==> config.mk <==
export PLATFORM = sky130hd
export DESIGN_NAME = seven_seg_driver
export DESIGN_NICKNAME = d
export VERILOG_FILES = /design/src/rtl/seven_seg_pkg.sv /design/src/rtl/seven_seg_driver_hex_to_seg.sv /design/src/rtl/seven_seg_driver.sv
export SDC_FILE = /design/constraint.sdc
export NUM_CORES = 1
export LEC_CHECK = 0
export ABC_AREA = 1
export CELL_PAD_IN_SITES_DETAIL_PLACEMENT = 0
export CELL_PAD_IN_SITES_GLOBAL_PLACEMENT = 1
export CORE_MARGIN = 2
export CORE_UTILIZATION = 44
export DETAILED_ROUTE_END_ITERATION = 8
export MAX_ROUTING_LAYER = met4
export PLACE_DENSITY = 0.87
export REMOVE_ABC_BUFFERS = 1
export SLEW_MARGIN = 40
export SYNTH_ARGS = -nofsm -noshare
export SYNTH_HDL_FRONTEND = slang
export SYNTH_SLANG_ARGS = --single-unit
==> constraint.sdc <==
create_clock -name clk -period 5.55 [get_ports clk]
set_input_delay 1.11 -clock clk [delete_from_list [all_inputs] [get_ports clk]]
set_output_delay 1.11 -clock clk [all_outputs]
set_load 0.005 [all_outputs]
==> src/rtl/seven_seg_pkg.sv <==
// seven_seg_pkg
//   Shared constants and types for the Basys3 seven-segment display driver:
//   the blank segment pattern, the all-anodes-off pattern, the active-low
//   hex glyph table and the display word captured on a load strobe.
package seven_seg_pkg;

    // All segments dark ({g,f,e,d,c,b,a}, active-low)
    localparam logic [6:0] SEG_BLANK = 7'h7F;

    // All anodes disabled (active-low)
    localparam logic [3:0] ANODE_OFF = 4'hF;

    // Active-low glyphs for 0..F, indexed by nibble value
    localparam logic [6:0] HEX_SEG_TABLE [16] = '{
        7'h40, 7'h79, 7'h24, 7'h30,
        7'h19, 7'h12, 7'h02, 7'h78,
        7'h00, 7'h10, 7'h08, 7'h03,
        7'h46, 7'h21, 7'h06, 7'h0E
    };

    // Everything that must change atomically at a frame boundary
    typedef struct packed {
        logic [15:0] value;
        logic [3:0]  dp;
        logic [3:0]  blank;
        logic        lz;
    } disp_word_t;

endpackage

==> src/rtl/seven_seg_driver_hex_to_seg.sv <==
// hex_to_seg
//   Combinational nibble-to-glyph lookup.
//   hex_i : 4-bit digit value
//   seg_o : {g,f,e,d,c,b,a}, active-low
module hex_to_seg
    import seven_seg_pkg::*;
(
    input  logic [3:0] hex_i,
    output logic [6:0] seg_o
);

    always_comb begin
        seg_o = HEX_SEG_TABLE[hex_i];
    end

endmodule

==> src/rtl/seven_seg_driver.sv <==
// seven_seg_driver
//   Drives a 4-digit multiplexed seven-segment display from a 16-bit hex word.
//   A display word is latched on `load` and only becomes visible at the next
//   frame boundary, so a frame never mixes old and new digits. Each digit slot
//   is PWM-dimmed by `brightness`; leading-zero blanking, per-digit blanking and
//   decimal points are supported.
//
//   clk, rst    : clock, synchronous active-high reset
//   value       : four hex digits, [3:0] is digit 0 (rightmost, an[0])
//   dp_in       : per-digit decimal point enable (1 = lit)
//   blank_in    : per-digit force dark (1 = dark)
//   lz_blank    : enable leading-zero blanking
//   brightness  : 0 = dimmest, 15 = full on
//   load        : one-cycle strobe capturing value/dp_in/blank_in/lz_blank
//   seg, dp, an : registered, active-low display pins
//   frame_done  : high on the last cycle of the digit-3 slot
module seven_seg_driver
    import seven_seg_pkg::*;
#(
    parameter int CLK_HZ     = 100_000_000,
    parameter int REFRESH_HZ = 1000
) (
    input  logic        clk,
    input  logic        rst,
    input  logic [15:0] value,
    input  logic [3:0]  dp_in,
    input  logic [3:0]  blank_in,
    input  logic        lz_blank,
    input  logic [3:0]  brightness,
    input  logic        load,
    output logic [6:0]  seg,
    output logic        dp,
    output logic [3:0]  an,
    output logic        frame_done
);

    localparam int SLOT   = CLK_HZ / (REFRESH_HZ * 4);
    localparam int CNT_W  = $clog2(SLOT);
    // Wide enough for (bright+1)*SLOT, which is at most 16*SLOT
    localparam int PROD_W = CNT_W + 5;
    localparam logic [CNT_W-1:0] SLOT_LAST = CNT_W'(SLOT - 1);

    if (SLOT < 16) begin : g_slot_check
        $error("seven_seg_driver: SLOT must be at least 16");
    end

    logic [CNT_W-1:0] slot_cnt_q, slot_cnt_d;
    logic [1:0]       digit_q, digit_d;
    disp_word_t       pending_q, pending_d;
    logic             pending_valid_q, pending_valid_d;
    disp_word_t       active_q, active_d;
    logic [3:0]       bright_q, bright_d;
    logic [6:0]       seg_q, seg_d;
    logic             dp_q, dp_d;
    logic [3:0]       an_q, an_d;

    disp_word_t       in_word;
    logic             boundary;
    logic [3:0]       nibble;
    logic [6:0]       glyph;
    logic             lz_dark;
    logic             dark;
    logic [PROD_W-1:0] on_cycles;
    logic [PROD_W-1:0] slot_ext;

    assign in_word = {value, dp_in, blank_in, lz_blank};

    hex_to_seg u_hex_to_seg (
        .hex_i (nibble),
        .seg_o (glyph)
    );

    // Slot/digit scan and frame-synchronous word update
    always_comb begin
        slot_cnt_d      = slot_cnt_q + CNT_W'(1);
        digit_d         = digit_q;
        pending_d       = pending_q;
        pending_valid_d = pending_valid_q;
        active_d        = active_q;
        boundary        = (slot_cnt_q == SLOT_LAST) && (digit_q == 2'd3);

        if (slot_cnt_q == SLOT_LAST) begin
            slot_cnt_d = '0;
            digit_d    = digit_q + 2'd1;
        end

        if (boundary) begin
            // A load landing on the boundary itself goes straight to the
            // active word; anything still pending is superseded.
            pending_valid_d = 1'b0;
            if (load) begin
                active_d = in_word;
            end else if (pending_valid_q) begin
                active_d = pending_q;
            end
        end else if (load) begin
            pending_d       = in_word;
            pending_valid_d = 1'b1;
        end

        // Brightness is picked up once per digit slot, not per frame
        bright_d = (slot_cnt_q == '0) ? brightness : bright_q;
    end

    // Per-digit glyph, blanking and PWM
    always_comb begin
        nibble = active_q.value[{digit_q, 2'b00} +: 4];

        // Digit k is a leading zero when nibbles k..3 are all zero
        lz_dark = 1'b0;
        if (active_q.lz) begin
            unique case (digit_q)
                2'd3:    lz_dark = (active_q.value[15:12] == 4'h0);
                2'd2:    lz_dark = (active_q.value[15:8]  == 8'h00);
                2'd1:    lz_dark = (active_q.value[15:4]  == 12'h000);
                default: lz_dark = 1'b0;
            endcase
        end
        dark = active_q.blank[digit_q] | lz_dark;

        on_cycles = ((PROD_W'(bright_q) + PROD_W'(1)) * PROD_W'(SLOT)) >> 4;
        slot_ext  = PROD_W'(slot_cnt_q);

        seg_d = dark ? SEG_BLANK : glyph;
        dp_d  = dark ? 1'b1 : ~active_q.dp[digit_q];
        // Dark digits still follow PWM timing on their anode
        an_d  = (slot_ext < on_cycles) ? ~(4'b0001 << digit_q) : ANODE_OFF;
    end

    always_ff @(posedge clk) begin
        if (rst) begin
            slot_cnt_q      <= '0;
            digit_q         <= 2'd0;
            pending_q       <= '0;
            pending_valid_q <= 1'b0;
            active_q        <= '0;
            bright_q        <= 4'd0;
            seg_q           <= SEG_BLANK;
            dp_q            <= 1'b1;
            an_q            <= ANODE_OFF;
        end else begin
            slot_cnt_q      <= slot_cnt_d;
            digit_q         <= digit_d;
            pending_q       <= pending_d;
            pending_valid_q <= pending_valid_d;
            active_q        <= active_d;
            bright_q        <= bright_d;
            seg_q           <= seg_d;
            dp_q            <= dp_d;
            an_q            <= an_d;
        end
    end

    assign seg        = seg_q;
    assign dp         = dp_q;
    assign an         = an_q;
    assign frame_done = boundary;

endmodule

### Signal wires on met1

Supply wires on this layer in grey.
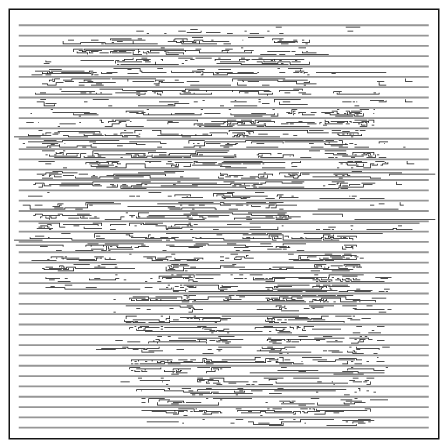
nets with wire on the layer: 710
longest straight run: 44.6 um
share of all routed wire: 51%
main direction: horizontal
met1 global-route usage: 0.258
vias post-DR: 4,260
Post-Route WL: 11,000 um

### Metal 2

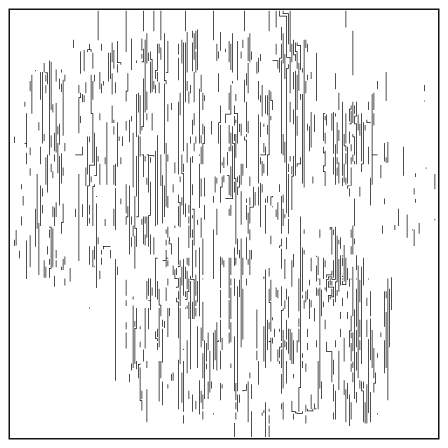
nets with wire on the layer: 587
main direction: vertical
share of all routed wire: 43%
wire length on this layer: 4,780 um
longest straight run: 45.1 um
GR Layer Usage met2: 0.280

### The metal 3 layer

Scale bar: 20 um.
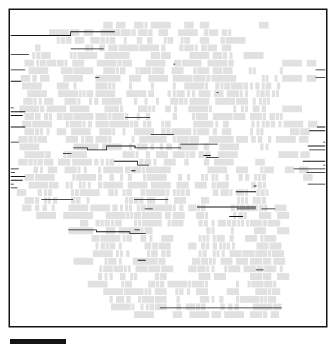
longest straight run: 43.2 um
share of all routed wire: 3.6%
main direction: horizontal
nets with wire on the layer: 44
wire length on this layer: 398 um
global-route met3 utilization: 0.0327

==> summary.rpt <==
==== FLOW RESULTS ====
----------------------------------------------------
[Route]
  Router iterations before antenna repair ........................ 4

[Global route]
  Largest net degree at the start of global routing ........................ 37
  Final global-route overflow total ........................ 0
  Antenna violations before repair ........................ 0

[Cells and area]
  Share of layout cells above drive strength 1 ........................ 0.116
  FILL cells ........................ between 1,000 and 1,500
  Ant diodes ........................ 0

[STA]
  Number of setup violations in the final report ........................ 0
  Portion of the clock cycle consumed by the worst path in the final layout ........................ 0.774
  Fmax ........................ ~230 MHz
  Minimum hold slack ........................ around 450 ps
  Pins Over Slew Limit ........................ 0
  Setup TNS ........................ 0 ps

[Worst setup path]
  Critical path launch point type ........................ flop
  Nature of the critical path endpoint ........................ flop
  Cell mode on critical path ........................ ha_1

[Power]
  Maximum vdd drop ........................ approximately 0.00014 V

[Status]
  Run status ........................ completed

[Logic synthesis]
  Post-synthesis cell type with the largest combined area ........................ dfxtp_1
  Flip-flop and latch count after synthesis ........................ ~84
  Distinct lib cells ........................ 48
  Instance tally after logic synthesis ........................ 647

[Place]
  Last weighted congestion value of the routability-driven placer ........................ 0.930

[Floorplan]
  Area of the die ........................ about 0.013 mm^2
  Std cell rows ........................ 39

[Flow run]
  Tool warning count ........................ 40

[Clock tree]
  CTS buffer count ........................ 9
  CTS clk-pin slew, worst paths ........................ about 60 ps
  H-tree Lvls ........................ 3

----------------------------------------------------
==> layout by cell type, fill, tap and decap left out, types with 2 or more instances in the layout <==
cell and count:
nand3_1 19, mux2i_1 22, nand2_1 95, xnor2_1 8, buf_4 2, a31oi_1 3, or2_0 2, or2_2 2
a21oi_1 33, nor4_1 4, clkbuf_16 9, nand2_2 2, nor3_2 2, inv_2 4, nand3b_1 2, nor3_1 7
ha_1 59, nand3_2 2, inv_1 52, o21a_1 3, nor2_2 22, dfxtp_1 84, a211oi_2 22, o21ai_1 10
nand4_1 7, a32oi_1 2, xor2_1 12, nor2_1 89, a211oi_1 2, clkdlybuf4s50_1 44, o21ai_0 37
==> cell type report <==
type / instances / area (um^2) / area share
Inverter: 56 / 210 / 0.0348
Timing Repair Buffer: 48 / 498 / 0.0825
Tap cell: 143 / 179 / 0.0296
Clock buffer: 11 / 243 / 0.0402
Sequential cell: 84 / 1680 / 0.279
Multi-Input combinational cell: 484 / 3160 / 0.524
Clock inverter: 5 / 60.1 / 0.00995
==> path summary, 6_finish.rpt <==
path                                     end  slack, ps
worst min-delay path            pending_q[0]        450
worst min register to register  pending_q[0]        450
worst max register to register         an[2]       1250
worst max-delay path                   an[2]       1250
==> through the flow <==
step           total power, mW  setup WS [ps]  cell area (um^2)
2_1_floorplan            0.922           1710              5050
4_1_cts                   1.65           1290              6030
3_3_place_gp              1.03           1500              5690
5_1_grt                   1.74            847              6030
6_report                  1.63           1250              6030
3_5_place_dp              1.04           1310              5730
==> layer usage <==
layer / GRT usage / vias up / wire (um)
met5: - / - / 0
met4: 0.0626 / 0 / 184
met3: 0.0327 / 15 / 398
met2: 0.280 / 70 / 4780
met1: 0.258 / 1926 / 5640
li1: - / 2249 / -
==> cell families after synthesis <==
family / count (synthesis) / synth area share
muxes: 22 / 0.0423
xor gates and xnor gates: 20 / 0.0336
and+or+nand+nor: 259 / 0.223
adders and majority gates: 60 / 0.146
DFF: 84 / 0.323
AOI/OAI and AO/OA: 123 / 0.162
buffers and inverters: 79 / 0.0711
==> flip-flops by register name, summed over array words and instances (netlist names) <==
register	count
active_q	25
pending_q	25
slot_cnt_q	15
seg	7
an	4
bright_q	4
digit_q	2
dp	1
pending_valid_q	1
==> where the power goes <==
part / switching (mW) / leakage (nW) / internal [mW]
registers: 0.0148 / 0.688 / 0.624
clock network: 0.247 / 0.146 / 0.363
logic: 0.221 / 1.80 / 0.164
==> critical path: cells and delay by family (launching register included) <==
| family | cells | cell delay [ps] |
|---|---|---|
| AOI/OAI and AO/OA | 1 | 150 |
| xor gates and xnor gates | 3 | 680 |
| adders and majority gates | 6 | 1640 |
| buffers and inverters | 1 | 70 |
| DFF | 1 | 460 |
| and+or+nand+nor | 12 | 1160 |
Power and IR drop assume default switching activity.
